==> src/rtl/ir_fetch.sv <==
// rtl/ir_fetch.sv - three-word instruction fetcher: device/address/data words read at pc, pc+1, pc+2
module ir_fetch #(
  parameter int DATA_WIDTH = 16
) (
  input  logic                  clk,
  input  logic                  rst_n,
  input  logic [1:0]            i_ir_reg_en,
  input  logic                  i_jump,
  input  logic [DATA_WIDTH-1:0] i_irp,
  input  logic                  i_stop,
  output logic                  o_mem_req,
  output logic [DATA_WIDTH-1:0] o_mem_addr,
  input  logic                  i_mem_ack,
  input  logic [DATA_WIDTH-1:0] i_mem_data,
  output logic [DATA_WIDTH-1:0] o_device,
  output logic [DATA_WIDTH-1:0] o_address,
  output logic [DATA_WIDTH-1:0] o_data,
  output logic                  o_valid,
  input  logic                  i_ready,
  output logic [DATA_WIDTH-1:0] o_pc,
  output logic                  o_halted
);

  localparam logic [2:0] S_IDLE   = 3'd0;
  localparam logic [2:0] S_F_DEV  = 3'd1;
  localparam logic [2:0] S_F_ADDR = 3'd2;
  localparam logic [2:0] S_F_DATA = 3'd3;
  localparam logic [2:0] S_ISSUE  = 3'd4;
  localparam logic [2:0] S_HALT   = 3'd5;

  localparam logic [1:0] MODE_RST  = 2'b01;
  localparam logic [1:0] MODE_WORK = 2'b10;

  localparam logic [DATA_WIDTH-1:0] PC_STEP = DATA_WIDTH'(1);

  logic [2:0]            state;
  logic [DATA_WIDTH-1:0] pc;
  logic [DATA_WIDTH-1:0] device_q;
  logic [DATA_WIDTH-1:0] address_q;
  logic [DATA_WIDTH-1:0] data_q;

  // Priority chain: controller reset, then halt, then jump, then normal sequencing.
  always_ff @(posedge clk or negedge rst_n) begin
    if (!rst_n) begin
      state     <= S_IDLE;
      pc        <= '0;
      device_q  <= '0;
      address_q <= '0;
      data_q    <= '0;
    end else if (i_ir_reg_en == MODE_RST) begin
      state     <= S_IDLE;
      pc        <= '0;
      device_q  <= '0;
      address_q <= '0;
      data_q    <= '0;
    end else if (i_stop && state != S_IDLE) begin
      state <= S_HALT;
    end else if (state == S_HALT) begin
      state <= S_HALT;
    end else if (i_jump && state != S_IDLE) begin
      pc    <= i_irp;
      state <= S_F_DEV;
    end else begin
      case (state)
        S_IDLE: begin
          if (i_ir_reg_en == MODE_WORK) state <= S_F_DEV;
        end
        S_F_DEV: begin
          if (i_mem_ack) begin
            device_q <= i_mem_data;
            pc       <= pc + PC_STEP;
            state    <= S_F_ADDR;
          end
        end
        S_F_ADDR: begin
          if (i_mem_ack) begin
            address_q <= i_mem_data;
            pc        <= pc + PC_STEP;
            state     <= S_F_DATA;
          end
        end
        S_F_DATA: begin
          if (i_mem_ack) begin
            data_q <= i_mem_data;
            pc     <= pc + PC_STEP;
            state  <= S_ISSUE;
          end
        end
        S_ISSUE: begin
          // Mode is sampled only here, so a fetch in flight always completes.
          if (i_ready) state <= (i_ir_reg_en == MODE_WORK) ? S_F_DEV : S_IDLE;
        end
        default: state <= S_IDLE;
      endcase
    end
  end

  assign o_mem_req  = (state == S_F_DEV) || (state == S_F_ADDR) || (state == S_F_DATA);
  assign o_mem_addr = pc;
  assign o_valid    = (state == S_ISSUE);
  assign o_halted   = (state == S_HALT);
  assign o_pc       = pc;
  assign o_device   = device_q;
  assign o_address  = address_q;
  assign o_data     = data_q;

endmodule

==> config.mk <==
export PLATFORM = sky130hd
export DESIGN_NAME = ir_fetch
export DESIGN_NICKNAME = d
export VERILOG_FILES = /design/src/rtl/ir_fetch.sv
export SDC_FILE = /design/constraint.sdc
export NUM_CORES = 1
export LEC_CHECK = 0
export CORE_UTILIZATION = 25
export CTS_CLUSTER_DIAMETER = 200
export DETAILED_ROUTE_END_ITERATION = 16
export GPL_TIMING_DRIVEN = 0
export PLACE_DENSITY = 0.61
export SLEW_MARGIN = 10
export SYNTH_ARGS = -nofsm -noshare
export SYNTH_HDL_FRONTEND = slang
export SYNTH_SLANG_ARGS = --single-unit
==> constraint.sdc <==
create_clock -name clk -period 4.2 [get_ports clk]
set_clock_uncertainty 0.2 [all_clocks]
set_input_delay 0.84 -clock clk [delete_from_list [all_inputs] [get_ports clk]]
set_output_delay 0.84 -clock clk [all_outputs]
set_load 0.01 [all_outputs]
Figure 1. Signal wires on met1 (run 1).
Scale: 4 px per µm. Supply wires on this layer in gray. Cells faint in the background.
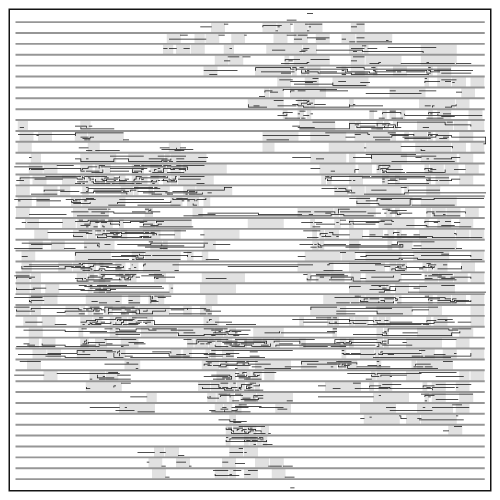
longest straight run: 36.8 µm
main direction: horizontal
M1 GR Usage: 20.41%
vias post-DR: 3244
routed wire length: 10750 µm

Figure 2. Local utilization (run 1).
Scale: 3 px per µm. The die is cut into 12 by 12 equal tiles; dark blue is low, red is high, 0 to 100% covered.
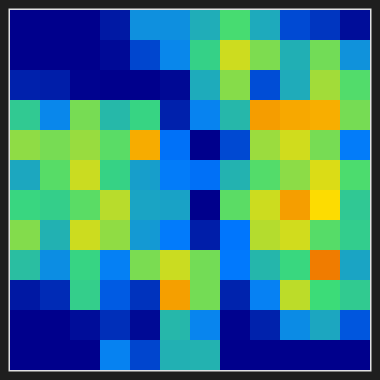
mean over tiles: 35%
nearly empty tiles: 16%
emptiest ninth of the die: upper left
fullest tile: 86%
densest ninth of the die: middle right
tiles over 75% full: 4.9%
core area: 13400 µm²
floorplan core density: 25.98%

Figure 3. Port wiring (run 1).
Scale: 2 px per µm.
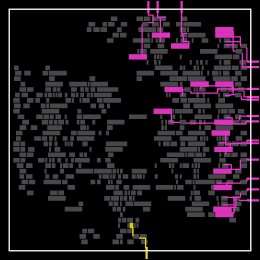
[yellow] o_valid | bits: 1 | direction: output | end cells: 1 | buffers: 1 | wire: 14.2 µm
[magenta] o_data | bits: 16 | direction: output | end cells: 16 | buffers: 16 | wire: 370 µm
Port Buf Inserts: 121
io pins: 123

==> out/metrics.cfg, run 1 <==
[pwr]
sequentialPowerShare_pct=35.3
swShare_pct=30.95
p_leak_nw=2.418
p_sw_w=0.0007651
power.density_nw_per_um2=470.7
internal_power_w=0.001707
power_frac_clock_pct=32.1

[final_timing]
worstMarginPinSlew_ns=0.5438
min_period_ns=2.933
hold_violations=0
slew_violations=0
setup_tns_ns=0
rsz0062_at_grt=false

[logic_synthesis]
netlist_area_um2=3481
synth_cells=351
top_area_share_pct=48.17
postSynthSeqShare_pct=48.17
ys.flop_type=dfrtp_1
synth_nets=392
ys_area_um2=3481
edf_count=0
synth_area_leader_cell=dfrtp_1
ys_types=46

[global_routing]
first_global_vias=3205
grt_use_total_pct=15.31
grt_pass1_wl_um=17190

[setup_path]
r2r_end=state[1]$_DFFE_PN0P_
crit_path_top_delay_cell=clkdlybuf4s50_1
crit_fanout=10
cp_top_family=buffers and inverters
crit_buf_inv=3
cp-start-kind=flop
crit_path_end_kind=output port
rr_startpoint=state[0]$_DFFE_PN0P_
cp-startpoint=state[0]$_DFFE_PN0P_
cp-endpoint=o_halted

[worst_hold_path]
hold_path.class=primary input to asynchronous set/reset pin

[placed_design]
hpwlAfterDp_um=7766

[clock_tree]
cts_tree=yes
clk_latency_ns=0.32
ctsHoldBuffers=0
cts_sinks=67
cts_setup_buffers=0
cts_resized=0
cts_root_buffer=clkbuf_16

[run_status]
outcome=finished, final reports clean

[drt]
vias_per_cell=4.886

[floorplanning]
dieHeight_um=120.0
dieWidth_um=120.0

[cells_and_area]
logic_area_um2=1538
areaGrowthSynthToFinish_pct=50.90
register_area_um2=1677
final.fill_count=1334

[flow_run]
maxCapViolCount=0

-- run 1: power groups by stage --
stage               Clock (W)  Sequential, W  Combinational (W)
floorplan                   0       0.000885           0.000354
global placement            0       0.000876           0.000795
detailed placement          0       0.000881           0.000808
CTS                  0.000816       0.000872           0.000811
global route         0.000840       0.000890           0.000872
finish               0.000794       0.000872           0.000807
-- run 1: flip-flops by register name, summed over array words and instances, names as in the netlist --
name / count
o_address: 16
o_data: 16
o_device: 16
o_mem_addr: 16
state: 3
-- run 1: worst reg2reg max path, cell delays in order, from the launching register on --
cell and delay (ns):
dfrtp_1 0.37, buf_6 0.15, o31a_1 0.43, nor2_2 0.32, buf_2 0.31, a21oi_1 0.10, a41o_1 0.20
-- run 1: stage by stage --
step                setup slack, ns  cell area (µm²)
global placement            -0.2233             4912
floorplan                     2.012             3481
global route                  1.125             5253
finish                        1.267             5253
CTS                           1.248             5253
detailed placement            1.050             4937
-- run 1: final cells by class --
type                    instances  area share (%)
well taps                     176           4.192
flip-flops and latches         67           31.92
plain buffers                  40           4.502
clock inverters                 6           1.715
clock buffers                   9           4.288
inverters                       8          0.5717
multi-input cells             236           29.28
repair buffers                122           23.54
-- run 1: logic make-up after synthesis --
kind of cell | count (synthesis) | synth area share [%]
AND/OR/NAND/NOR | 123 | 17.51
AND-OR/OR-AND | 75 | 15.64
flip-flops | 67 | 48.17
buffers and inverters | 48 | 7.656
multiplexers | 35 | 10.17
XOR/XNOR | 2 | 0.5033
adder cells (fa/ha/maj) | 1 | 0.3594
-- run 1: synthesized netlist by cell type, drive strengths merged (2+ instances only) --
cell type and instances:
a21oi 3, a22oi 7, a32oi 5, buf 30, clkbuf 10, dfrtp 67, inv 8, mux2 3
mux2i 32, nand2 36, nand3 8, nand4 5, nor2 47, nor2b 4, nor3 12, nor4 5
o21a 2, o21ai 19, o22a 3, o22ai 12, o2bb2ai 13, o31a 2, o31ai 2, xor2 2
-- run 1: layout by cell type, fill, tap and decap left out, types with 4 or more instances in the layout --
cell type	n
a22oi_1	7
a32oi_1	5
buf_2	9
buf_4	19
clkbuf_1	10
clkbuf_16	9
clkdlybuf4s50_1	120
dfrtp_1	67
inv_1	7
mux2i_1	32
nand2_1	36
nand3_1	8
nor2_1	43
nor2_2	4
nor2b_1	4
nor3_1	12
nor4_1	5
o21ai_0	7
o21ai_1	12
o22ai_1	12
o2bb2ai_1	13
-- run 1: metal layers --
metal / share of wire (%) / track usage (%) / vias up / routed length [µm]
met2: 46 / 24.53 / 154 / 4986
li1: - / - / 1512 / -
met3: 7.7 / 3.422 / 12 / 824
met1: 45 / 20.41 / 1566 / 4822
met5: 0 / 0 / - / 0
met4: 1.1 / 4.766 / 0 / 114
Figure 4. Cell classes on the final placement (run 1).
Scale: 3 px per µm.
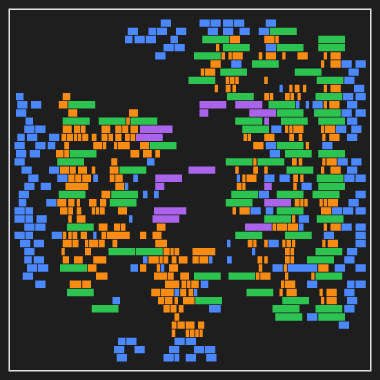

--- run 2 (diff from run 1) ---
clock period = 2.75 ns   (was 4.2 ns; I/O delays follow)
Figure 5. Cell classes on the final placement (run 2).
Scale: 3 px per µm.
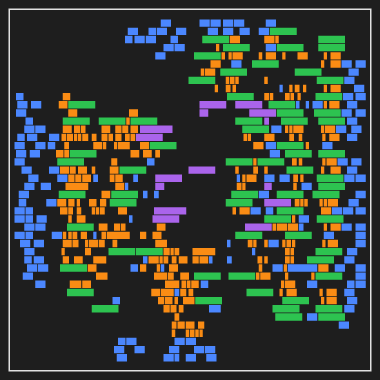
[blue] other buffers and delay cells | cells: 162 | share of their area: 29%
[green] flip-flops | cells: 67 | share of their area: 33%
[orange] all other logic | cells: 244 | share of their area: 31%
[purple] clock drivers and dummy loads | cells: 15 | share of their area: 6.3%
Layout Utilization: 39.24%
flop share of the area: 31.88%

Figure 6. Placed standard cells (run 2).
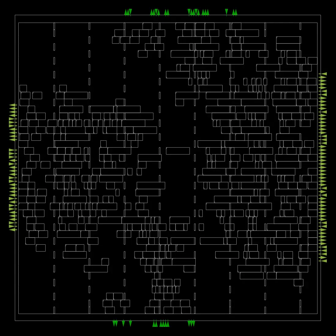
Well Taps: 176
Fill cells: 1333
final std cells w/o fill: 664
# rows: 42
Flop Count: 67

==> run 2 against run 1 <==
Compared with the run above: largest cell class unchanged; via count is 0.12% higher; critical endpoint is now o_mem_req; global-route usage stayed put; synthesized area stayed put.
==> out/metrics.cfg, run 2 <==
[logic_synthesis]
synth_cells=351  ; unchanged
netlist_area_um2=3481  ; unchanged
synth.most_common_cell=dfrtp_1
simple_gate_share_pct=17.51  ; unchanged
common_cells=dfrtp_1, nor2_1, nand2_1, mux2i_1, buf_4
ys.flops=67
mux_area_share_pct=10.17  ; unchanged
ys_sh_aoi_pct=15.64  ; unchanged
top_area_share_pct=48.17  ; unchanged
synth.yosys.warnings=0
avgSynthCellArea_um2=9.917
adder_share_pct=0.3595  ; unchanged
synth_nets=392  ; unchanged
postSynthSeqShare_pct=48.17  ; unchanged
top_cells_by_area=dfrtp_1, mux2i_1, nor2_1, buf_4, nand2_1
ys_area_um2=3481  ; unchanged
ys_sh_xor_pct=0.5032  ; unchanged
ys.flop_type=dfrtp_1
top_logic_kind=simple AND/OR/NAND/NOR gates
synth_area_leader_cell=dfrtp_1
ys_types=46  ; unchanged
ys_cells=351
edf_count=0  ; unchanged

[setup_path]
required_ns=2.00
critical_path_class=flop to output port
crit_fanout=10  ; unchanged
worstRegToRegCells=6
crit_path_end_kind=output port
cp-start-kind=flop

[placed_design]
portBuffers=121  ; unchanged
place_inst=649
hpwlAfterDp_um=7766  ; unchanged
dp_slack_ns=-0.1103  ; -1.160 ns
placed_cell_area_um2=4937  ; unchanged
place.gp.congestion=0.8326

[cells_and_area]
areaGrowthSynthToFinish_pct=51.08
final_cell_mix=clkdlybuf4s50_1, dfrtp_1, nor2_1
fin_area_um2=5259  ; +0.12%
layout_top_cell=clkdlybuf4s50_1
final_nets=525

[pwr]
combPwrFrac_pct=32.6
power_frac_clock_pct=32.1  ; about the same
power.density_nw_per_um2=717.4  ; +52%
p_sw_w=0.001166  ; +52%
ir_drop_v=0.0003184
sequentialPowerShare_pct=35.3  ; about the same
p_leak_nw=2.421  ; +0.12%
swShare_pct=30.90  ; -0.048 points
internal_power_w=0.002607  ; +53%

[drt]
vias_per_cell=4.892  ; +0.12%
routed_wl_um=10710  ; -0.32%
drt_pass1_iterations=4
final_antenna_net_count=0
vias=3248  ; +0.12%
route.detailed.drc=0
drt_iter0_markers=184
wl_per_cell_um=16.13

[flow_run]
maxCapViolCount=0  ; unchanged

[clock_tree]
h-tree-depth=3
cts_buffers=9
cts_setup_buffers=0  ; unchanged
cts_sinks=67  ; unchanged
clk_pin_slew_worst_paths_ns=0.06
clk_latency_ns=0.32  ; about the same
cts_tree=yes
clock_path_buffers=2
cts_root_buffer=clkbuf_16
cts_resized=0  ; unchanged

[final_timing]
min_period_ns=2.520
fin_ws_ns=0.2297  ; -1.038 ns
hold_violations=0  ; unchanged
worstMarginPinSlew_ns=0.5422  ; -0.001615 ns
slew_violations=0  ; unchanged
finalCritPeriodShare_pct=91.65
rsz0062_at_grt=false
hold-worst-slack_ns=0.2837

[floorplanning]
dieWidth_um=120.0  ; unchanged
core_um2=13400  ; unchanged
fp_util_pct=25.98  ; unchanged
dieHeight_um=120.0  ; unchanged
io_pins=123  ; unchanged

[global_routing]
grt_pass1_wl_um=17190  ; unchanged
grt_use_total_pct=15.31  ; unchanged
first_global_vias=3205  ; unchanged
grt_start_max_net_pins=64
grt-ovfl-total=0
antenna_found_initial=0

[worst_hold_path]
hold_path.class=flop to flop
min_path_cells=2

[run_status]
outcome=finished, final reports clean

Figure 7. Local utilization (run 2).
Scale: 3 px per µm. The die is cut into 12 by 12 equal tiles; dark blue is low, red is high, 0 to 100% covered.
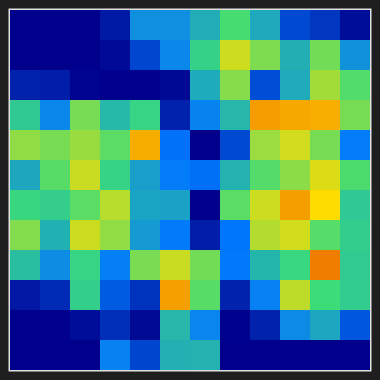
nearly empty tiles: 16%
fullest tile: 86%
tiles over 75% full: 4.9%
mean over tiles: 35%

[run 2: cell count changes in the layout (fill, tap and decap cells not counted)]
cell	before	now
dlygate4sd3_1	0	1
clkbuf_1	10	9
[run 2: worst max-delay path, stage by stage, from the launching register on]
cell and delay, ns:
dfrtp_1 0.46, buf_2 0.29, nor2_1 0.06, nor2_1 0.09
clkdlybuf4s50_1 0.54
[run 2: repair_timing]
item / CTS / global route
endpoints found under the setup margin: 0 / 2
hold buffers: 1 / 0
hold endpoints to repair: 4 / 0
[run 2: kinds of logic after synthesis]
group,Yosys count
simple gates,123
compound gates,75
flops,67
buf+inv,48
mux,35
xor+xnor,2
fa+ha+maj,1
[run 2: layout make-up]
cell class / count / area [µm²] / share of cell area, %
repair buffers: 123 / 1246 / 23.70
flip-flops and latches: 67 / 1677 / 31.88
clock buffers: 9 / 225.2 / 4.283
clock inverters: 6 / 90.09 / 1.713
inverters: 8 / 30.03 / 0.5710
plain buffers: 39 / 232.7 / 4.425
well taps: 176 / 220.2 / 4.187
multi-input cells: 236 / 1538 / 29.24
[run 2: path summary, 6_finish.rpt]
| path | start | endpoint | slack [ns] |
|---|---|---|---|
| max reg2reg | state[0]$_DFFE_PN0P_ | state[1]$_DFFE_PN0P_ | 0.53 |
| max | state[1]$_DFFE_PN0P_ | o_mem_req | 0.23 |
| min reg2reg | o_device[15]$_DFFE_PN0P_ | o_device[15]$_DFFE_PN0P_ | 0.28 |
| min in group asynchronous | rst_n | o_data[2]$_DFFE_PN0P_ | 0.38 |
| max in group asynchronous | rst_n | o_address[9]$_DFFE_PN0P_ | 1.45 |
| min | o_device[15]$_DFFE_PN0P_ | o_device[15]$_DFFE_PN0P_ | 0.28 |
[run 2: metal layers]
metal	track usage, %	vias up	share of wire (%)	wire length (µm)
li1	-	1511	-	-
met1	20.41	1574	45	4854
met2	24.53	149	46	4964
met3	3.422	14	7.2	772
met4	4.766	0	1.1	122
met5	0	-	0	0
[run 2: power groups by stage]
stage                     Sequential (W)  Clock, W  Combinational, W
after floorplan                  0.00135         0          0.000540
after global placement           0.00134         0           0.00121
after detailed placement         0.00135         0           0.00123
after CTS                        0.00133   0.00125           0.00124
after global routing             0.00136   0.00128           0.00133
final                            0.00133   0.00121           0.00123
[run 2: through the flow]
| step | setup TNS [ns] | total power, W |
|---|---|---|
| floorplan | 0 | 0.001892 |
| global placement | -93.44 | 0.002552 |
| detailed placement | -1.907 | 0.002579 |
| CTS | 0 | 0.003817 |
| global route | 0 | 0.003973 |
| finish | 0 | 0.003772 |
No activity file was given, so power comes from the tool's default toggle rates.
